[config.mk]
export PLATFORM = sky130hd
export DESIGN_NAME = dmem_arbiter
export DESIGN_NICKNAME = d
export VERILOG_FILES = /design/src/rtl/dmem_arb_pkg.sv /design/src/rtl/dmem_arb_mux.sv /design/src/rtl/dmem_arbiter.sv
export SDC_FILE = /design/constraint.sdc
export NUM_CORES = 1
export LEC_CHECK = 0
export CAP_MARGIN = 20
export CORE_AREA = 10 10 110 112
export CTS_BUF_LIST = sky130_fd_sc_hd__clkbuf_4
export DETAILED_ROUTE_END_ITERATION = 8
export DIE_AREA = 0 0 120 122
export PLACE_DENSITY_LB_ADDON = 0.15
export SYNTH_ARGS = -nofsm -noshare
export SYNTH_HDL_FRONTEND = slang
export SYNTH_HIERARCHICAL = 1
export SYNTH_SLANG_ARGS = --single-unit
[constraint.sdc]
create_clock -name clk -period 2.9 [get_ports clk]
set_input_delay 0.58 -clock clk [delete_from_list [all_inputs] [get_ports clk]]
set_output_delay 0.58 -clock clk [all_outputs]
set_load 0.02 [all_outputs]
[src/rtl/dmem_arb_pkg.sv]
// Shared definitions for the data-memory arbiter: FSM states, strobe encodings
// and owner-select values.
package dmem_arb_pkg;

  typedef enum logic [1:0] {
    ST_IDLE   = 2'd0,
    ST_CORE   = 2'd1,
    ST_PERIPH = 2'd2
  } arb_state_e;

  localparam logic [1:0] STRB_BYTE = 2'd1;
  localparam logic [1:0] STRB_HALF = 2'd2;

  localparam logic OWN_CORE   = 1'b0;
  localparam logic OWN_PERIPH = 1'b1;

endpackage

[src/rtl/dmem_arb_mux.sv]
// Combinational 2:1 memory-port mux; drives zeros when no requester owns the port.
module dmem_arb_mux
  import dmem_arb_pkg::*;
(
  input  logic        en,
  input  logic        sel,
  input  logic        core_req,
  input  logic        core_we,
  input  logic [31:0] core_addr,
  input  logic [31:0] core_wdata,
  input  logic [1:0]  core_strobe,
  input  logic        per_req,
  input  logic        per_we,
  input  logic [31:0] per_addr,
  input  logic [31:0] per_wdata,
  input  logic [1:0]  per_strobe,
  output logic [31:0] mem_addr,
  output logic [31:0] mem_wdata,
  output logic [1:0]  mem_strobe,
  output logic        mem_wen
);

  always_comb begin
    mem_addr   = '0;
    mem_wdata  = '0;
    mem_strobe = '0;
    mem_wen    = 1'b0;
    if (en) begin
      if (sel == OWN_PERIPH) begin
        mem_addr   = per_addr;
        mem_wdata  = per_wdata;
        mem_strobe = per_strobe;
        mem_wen    = per_req & per_we;
      end else begin
        mem_addr   = core_addr;
        mem_wdata  = core_wdata;
        mem_strobe = core_strobe;
        mem_wen    = core_req & core_we;
      end
    end
  end

endmodule

[src/rtl/dmem_arbiter.sv]
// Core / peripheral-loader arbiter for the shared data memory with a burst limit.
// Optional round-robin tie-break on collisions: define DMEM_ARB_RR_EN.
module dmem_arbiter
  import dmem_arb_pkg::*;
#(
  parameter int ADDR_BITS = 9,
  parameter int MAX_BURST = 16
) (
  input  logic        clk,
  input  logic        rst,
  input  logic        core_req,
  input  logic        core_we,
  input  logic [31:0] core_addr,
  input  logic [31:0] core_wdata,
  input  logic [1:0]  core_strobe,
  output logic        core_gnt,
  output logic        core_stall,
  output logic [31:0] core_rdata,
  input  logic        per_req,
  input  logic        per_we,
  input  logic        per_lock,
  input  logic [31:0] per_addr,
  input  logic [31:0] per_wdata,
  input  logic [1:0]  per_strobe,
  output logic        per_gnt,
  output logic [31:0] per_rdata,
  output logic [31:0] mem_addr,
  output logic [31:0] mem_wdata,
  output logic [1:0]  mem_strobe,
  output logic        mem_wen,
  input  logic [31:0] mem_rdata
);

  localparam logic [1:0] S_IDLE   = ST_IDLE;
  localparam logic [1:0] S_CORE   = ST_CORE;
  localparam logic [1:0] S_PERIPH = ST_PERIPH;
  localparam int         CW       = $clog2(MAX_BURST) + 1;

  if (ADDR_BITS < 1 || ADDR_BITS > 32) begin : g_bad_cfg
    $error("dmem_arbiter: ADDR_BITS must be 1..32");
  end

  logic [1:0]    state_q, state_d;
  logic [CW-1:0] cnt_q, cnt_d;
  logic          burst_done;
  logic          pick_per;

  // cnt_q holds grant cycles already completed, so the current cycle is the
  // MAX_BURST-th when cnt_q reaches MAX_BURST-1.
  assign burst_done = (cnt_q >= CW'(MAX_BURST - 1));

`ifdef DMEM_ARB_RR_EN
  logic last_q;
  assign pick_per = (last_q == OWN_CORE);

  always_ff @(posedge clk or posedge rst) begin
    if (rst)                    last_q <= OWN_PERIPH;
    else if (state_q == S_CORE)   last_q <= OWN_CORE;
    else if (state_q == S_PERIPH) last_q <= OWN_PERIPH;
  end
`else
  assign pick_per = 1'b0;
`endif

  always_comb begin
    state_d = state_q;
    case (state_q)
      S_CORE: begin
        if (burst_done && per_req) state_d = S_PERIPH;
        else if (core_req)         state_d = S_CORE;
        else                       state_d = per_req ? S_PERIPH : S_IDLE;
      end
      S_PERIPH: begin
        // An unlocked loader yields to a waiting core every cycle.
        if (burst_done && core_req)    state_d = S_CORE;
        else if (per_req && per_lock)  state_d = S_PERIPH;
        else if (core_req)             state_d = S_CORE;
        else                           state_d = per_req ? S_PERIPH : S_IDLE;
      end
      default: begin
        if (core_req && per_req) state_d = pick_per ? S_PERIPH : S_CORE;
        else if (core_req)       state_d = S_CORE;
        else if (per_req)        state_d = S_PERIPH;
        else                     state_d = S_IDLE;
      end
    endcase
  end

  always_comb begin
    if (state_d != state_q || state_q == S_IDLE) cnt_d = '0;
    else if (&cnt_q)                             cnt_d = cnt_q;
    else                                         cnt_d = cnt_q + 1'b1;
  end

  always_ff @(posedge clk or posedge rst) begin
    if (rst) begin
      state_q <= S_IDLE;
      cnt_q   <= '0;
    end else begin
      state_q <= state_d;
      cnt_q   <= cnt_d;
    end
  end

  assign core_gnt   = (state_q == S_CORE);
  assign per_gnt    = (state_q == S_PERIPH);
  assign core_stall = core_req & ~core_gnt;
  assign core_rdata = core_gnt ? mem_rdata : '0;
  assign per_rdata  = per_gnt  ? mem_rdata : '0;

  dmem_arb_mux u_mux (
    .en          (core_gnt | per_gnt),
    .sel         (per_gnt ? OWN_PERIPH : OWN_CORE),
    .core_req    (core_req),
    .core_we     (core_we),
    .core_addr   (core_addr),
    .core_wdata  (core_wdata),
    .core_strobe (core_strobe),
    .per_req     (per_req),
    .per_we      (per_we),
    .per_addr    (per_addr),
    .per_wdata   (per_wdata),
    .per_strobe  (per_strobe),
    .mem_addr    (mem_addr),
    .mem_wdata   (mem_wdata),
    .mem_strobe  (mem_strobe),
    .mem_wen     (mem_wen)
  );

endmodule

Signal wires by layer:
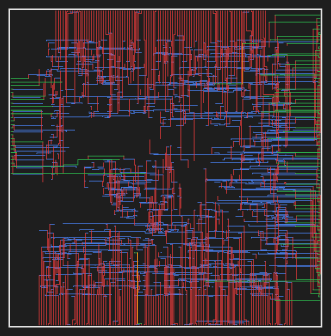
M4 -> orange  # wire length 42.8 um
M3 -> green  # wire length 958 um
M1 -> blue  # wire length 5,020 um
M2 -> red  # wire length 7,700 um
routed len/inst: 19.5 um
total number of vias: 2,973
final wirelength: 13.7 mm
Total GRT Usage: 16.7%

Met3 routing:
The bar under the picture is 20 um long.
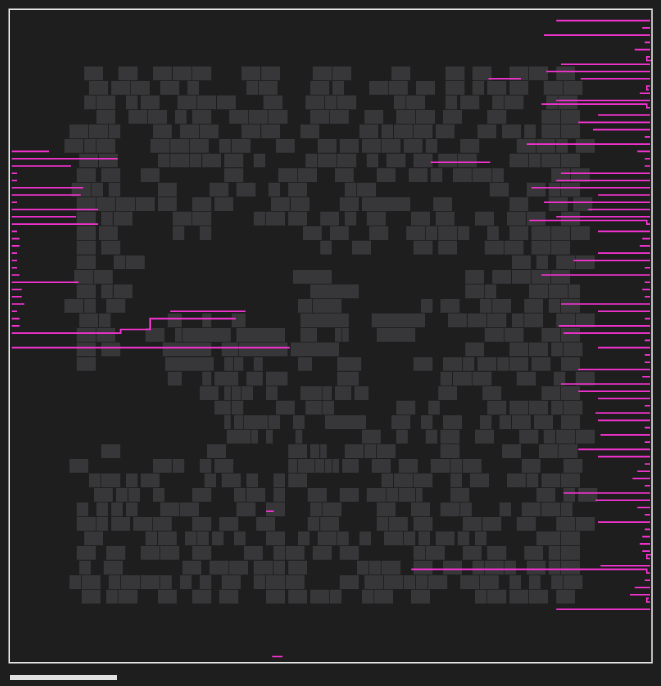
main direction = horizontal
nets with wire on the layer = 112
wire length on this layer = 958 um
longest straight run = 51.8 um
share of all routed wire = 7.0%
met3 Use GR: 5.13%

Metal 2:
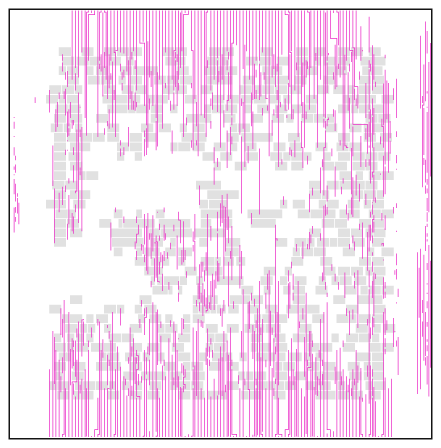
nets with wire on the layer = 635
wire length on this layer = 7,700 um
GRT met2 Usage: 33.3%

Clock network drawn from the DEF:
The bar under the picture is 20 um long.
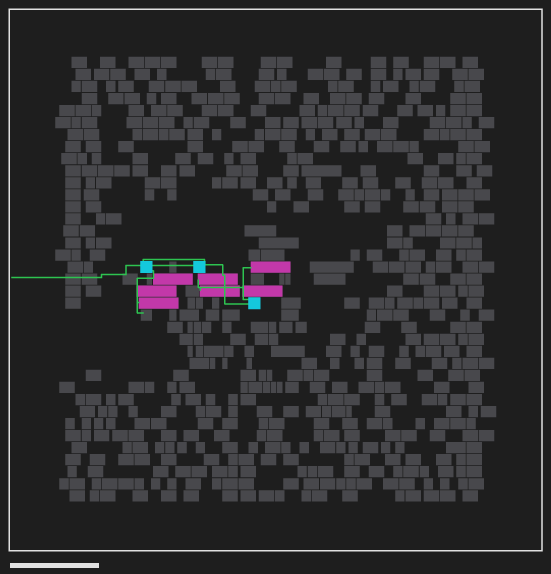
clock wires -> green  # length 120 um
clock-net drivers -> cyan  # count 3
flip-flops -> magenta  # count 7
flops lie = centre
routed clock nets = 4
Clock group: 0.0000957 W
Layout Skew: 3.88 ps
power share of the clock group: 2.4%

Routing congestion:
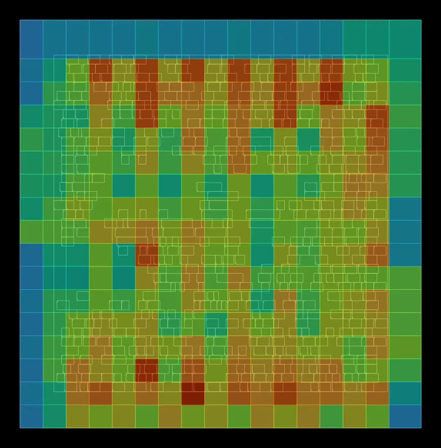
Util after Layout: 53.7%
met1 Usage GRT: 17.4%
busiest grt layer: met2

==> impl_metrics.yaml <==
# flow metrics
floorplanning:
  die_area_um2: 14600
  die_x_um: 120
  die_h_um: 122
  core-area_um2: 10000
  row_count: 37
clock_tree:
  cts_buffer_depth: 2
  root_buffer: "clkbuf_4"
  cts_htree_levels: 1
  worstSkewPairLatency_ps: 250
  cts_tree: "yes"
placement:
  gp_congestion: 0.808
  dp_hpwl_mm: 11.9
  pre_cts_ws_ps: 288
sta:
  layout_setup_ws_ps: 149
  fmax_ghz: 0.363
  tightest_slew_ps: 425
  hold_violations: 0
  rsz0062_at_grt: "false"
  slew_violations: 0
  setup_viol: 0
  maxSlewHeadroom_pct: 71.4
  period_needed_ps: 2750
run_status:
  status: "finished, final reports clean"
yosys:
  top_area_share_pct: 31.0
  synth_nets: 453
  synth_stat.cells: 276
  logic_family: "simple AND/OR/NAND/NOR gates"
  ys_warn_count: 6
cells_and_area:
  fin_cells: 705
drt:
  drtAntennaViolNets: 0
  drt_iter0_markers: 110
  drc: 0
  viasPerCell: 4.22
power_and_ir_drop:
  ir_drop_mv: 0.363
setup_path:
  r2r-start: "cnt_q[0]"
  rrSetupSlack_ps: 570
  end_kind: "output pin"
grt:
  grt_max_degree: 54
  grt_first_pass_wirelength_mm: 19.1
  grt_pass1_vias: 2920
hold_path:
  hp-class: "in2async"
layer usage:
metal  track usage (%)  vias up  part of all wire (%)
met5                 0        -                     0
met2              33.3      116                    56
met3              5.13        4                   7.0
met1              17.4     1354                    37
met4             0.754        0                  0.31
li1                  -     1499                     -
worst max-delay path by stage:
stage	cells past startpoint	slack, ps	end	from
floorplan	7	560	mem_wdata[23]	state_q[0]
global placement	3	280	core_stall	core_req
detailed placement	4	290	mem_wen	core_req
CTS	6	60	mem_wdata[24]	state_q[0]
global route	5	1	mem_wdata[25]	state_q[1]
finish	5	150	mem_wdata[26]	state_q[1]
worst max-delay path: stages (launching register included):
cell and delay (ps):
dfrtp_1 380, inv_1 120, ha_2 370, buf_4 230, nor2b_1 150, clkdlybuf4s50_1 660
what timing repair did:
item,in CTS,in global routing
setup endpoints to repair,0,40
gates resized,0,2
setup buffers,0,0
cell families (layout without fill, tap and decap cells):
group / count (synthesis) / after routing
muxes: 67 / 67
and+or+nand+nor: 155 / 155
buffers and inverters: 27 / 320
AOI/OAI and AO/OA: 10 / 10
DFF: 7 / 7
adders and majority gates: 6 / 6
xor gates and xnor gates: 4 / 4
layout by cell type, fill, tap and decap left out, drive strengths merged:
master and count:
and3 1, nor2b 68, o2bb2ai 1, clkdlybuf4s50 303, a211o 1, dlymetal6s2s 1
and4 2, o21bai 1, a31oi 1, o221ai 1, nand4b 1, a41o 1
clkbuf 5, nand4 3, nor3 5, ha 6, inv 6, nand3 2
or3 1, xnor2 3, nor2 5, xor2 1, o21ai 2, nand2 1
dfrtp 7, a21oi 2, mux2i 67, or2 1, and2 65, buf 5
through the flow:
stage | hold WS (ps) | utilization [%] | power [W]
after floorplan | 383 | - | 0.00210
after global placement | 600 | 53.1 | 0.00385
after detailed placement | 611 | 53.1 | 0.00388
after CTS | 553 | 53.4 | 0.00399
after global routing | 569 | 53.7 | 0.00419
final | 552 | 53.7 | 0.00395
flip-flops by register name (all words and copies together), names as in the netlist:
name	flops
state_q	2
cnt_q	5
report_power, final:
| group | switching [W] | leakage, nW | total [W] | internal (W) |
|---|---|---|---|---|
| sequential | 0.0000175 | 0.0943 | 0.000133 | 0.000116 |
| combinational | 0.00185 | 1.87 | 0.00372 | 0.00188 |
| clock | 0.0000340 | 0.0184 | 0.0000957 | 0.0000617 |
| total | 0.00190 | 1.98 | 0.00395 | 0.00205 |
Yosys cell counts, drive strengths merged:
cell type / number
buf: 9
clkbuf: 12
inv: 6
xnor2: 3
nand4b: 1
nor2: 5
nor2b: 68
and3: 1
nand2: 1
a211o: 1
ha: 6
o21ai: 2
mux2i: 67
and4: 2
nand3: 2
xor2: 1
and2: 65
or3: 1
o221ai: 1
o21bai: 1
nand4: 3
or2: 1
a41o: 1
a21oi: 2
o2bb2ai: 1
nor3: 5
a31oi: 1
dfrtp: 7
area by class of cell:
cell class                      instances  area (um2)
Sequential cell                         7         175
Clock buffer                            4        30.0
Timing Repair Buffer                  310        3150
Multi-Input combinational cell        242        1850
Tap cell                              136         170
Inverter                                6        22.5
Fill cell                             983        4650
Power is estimated from default activity; no workload was simulated.
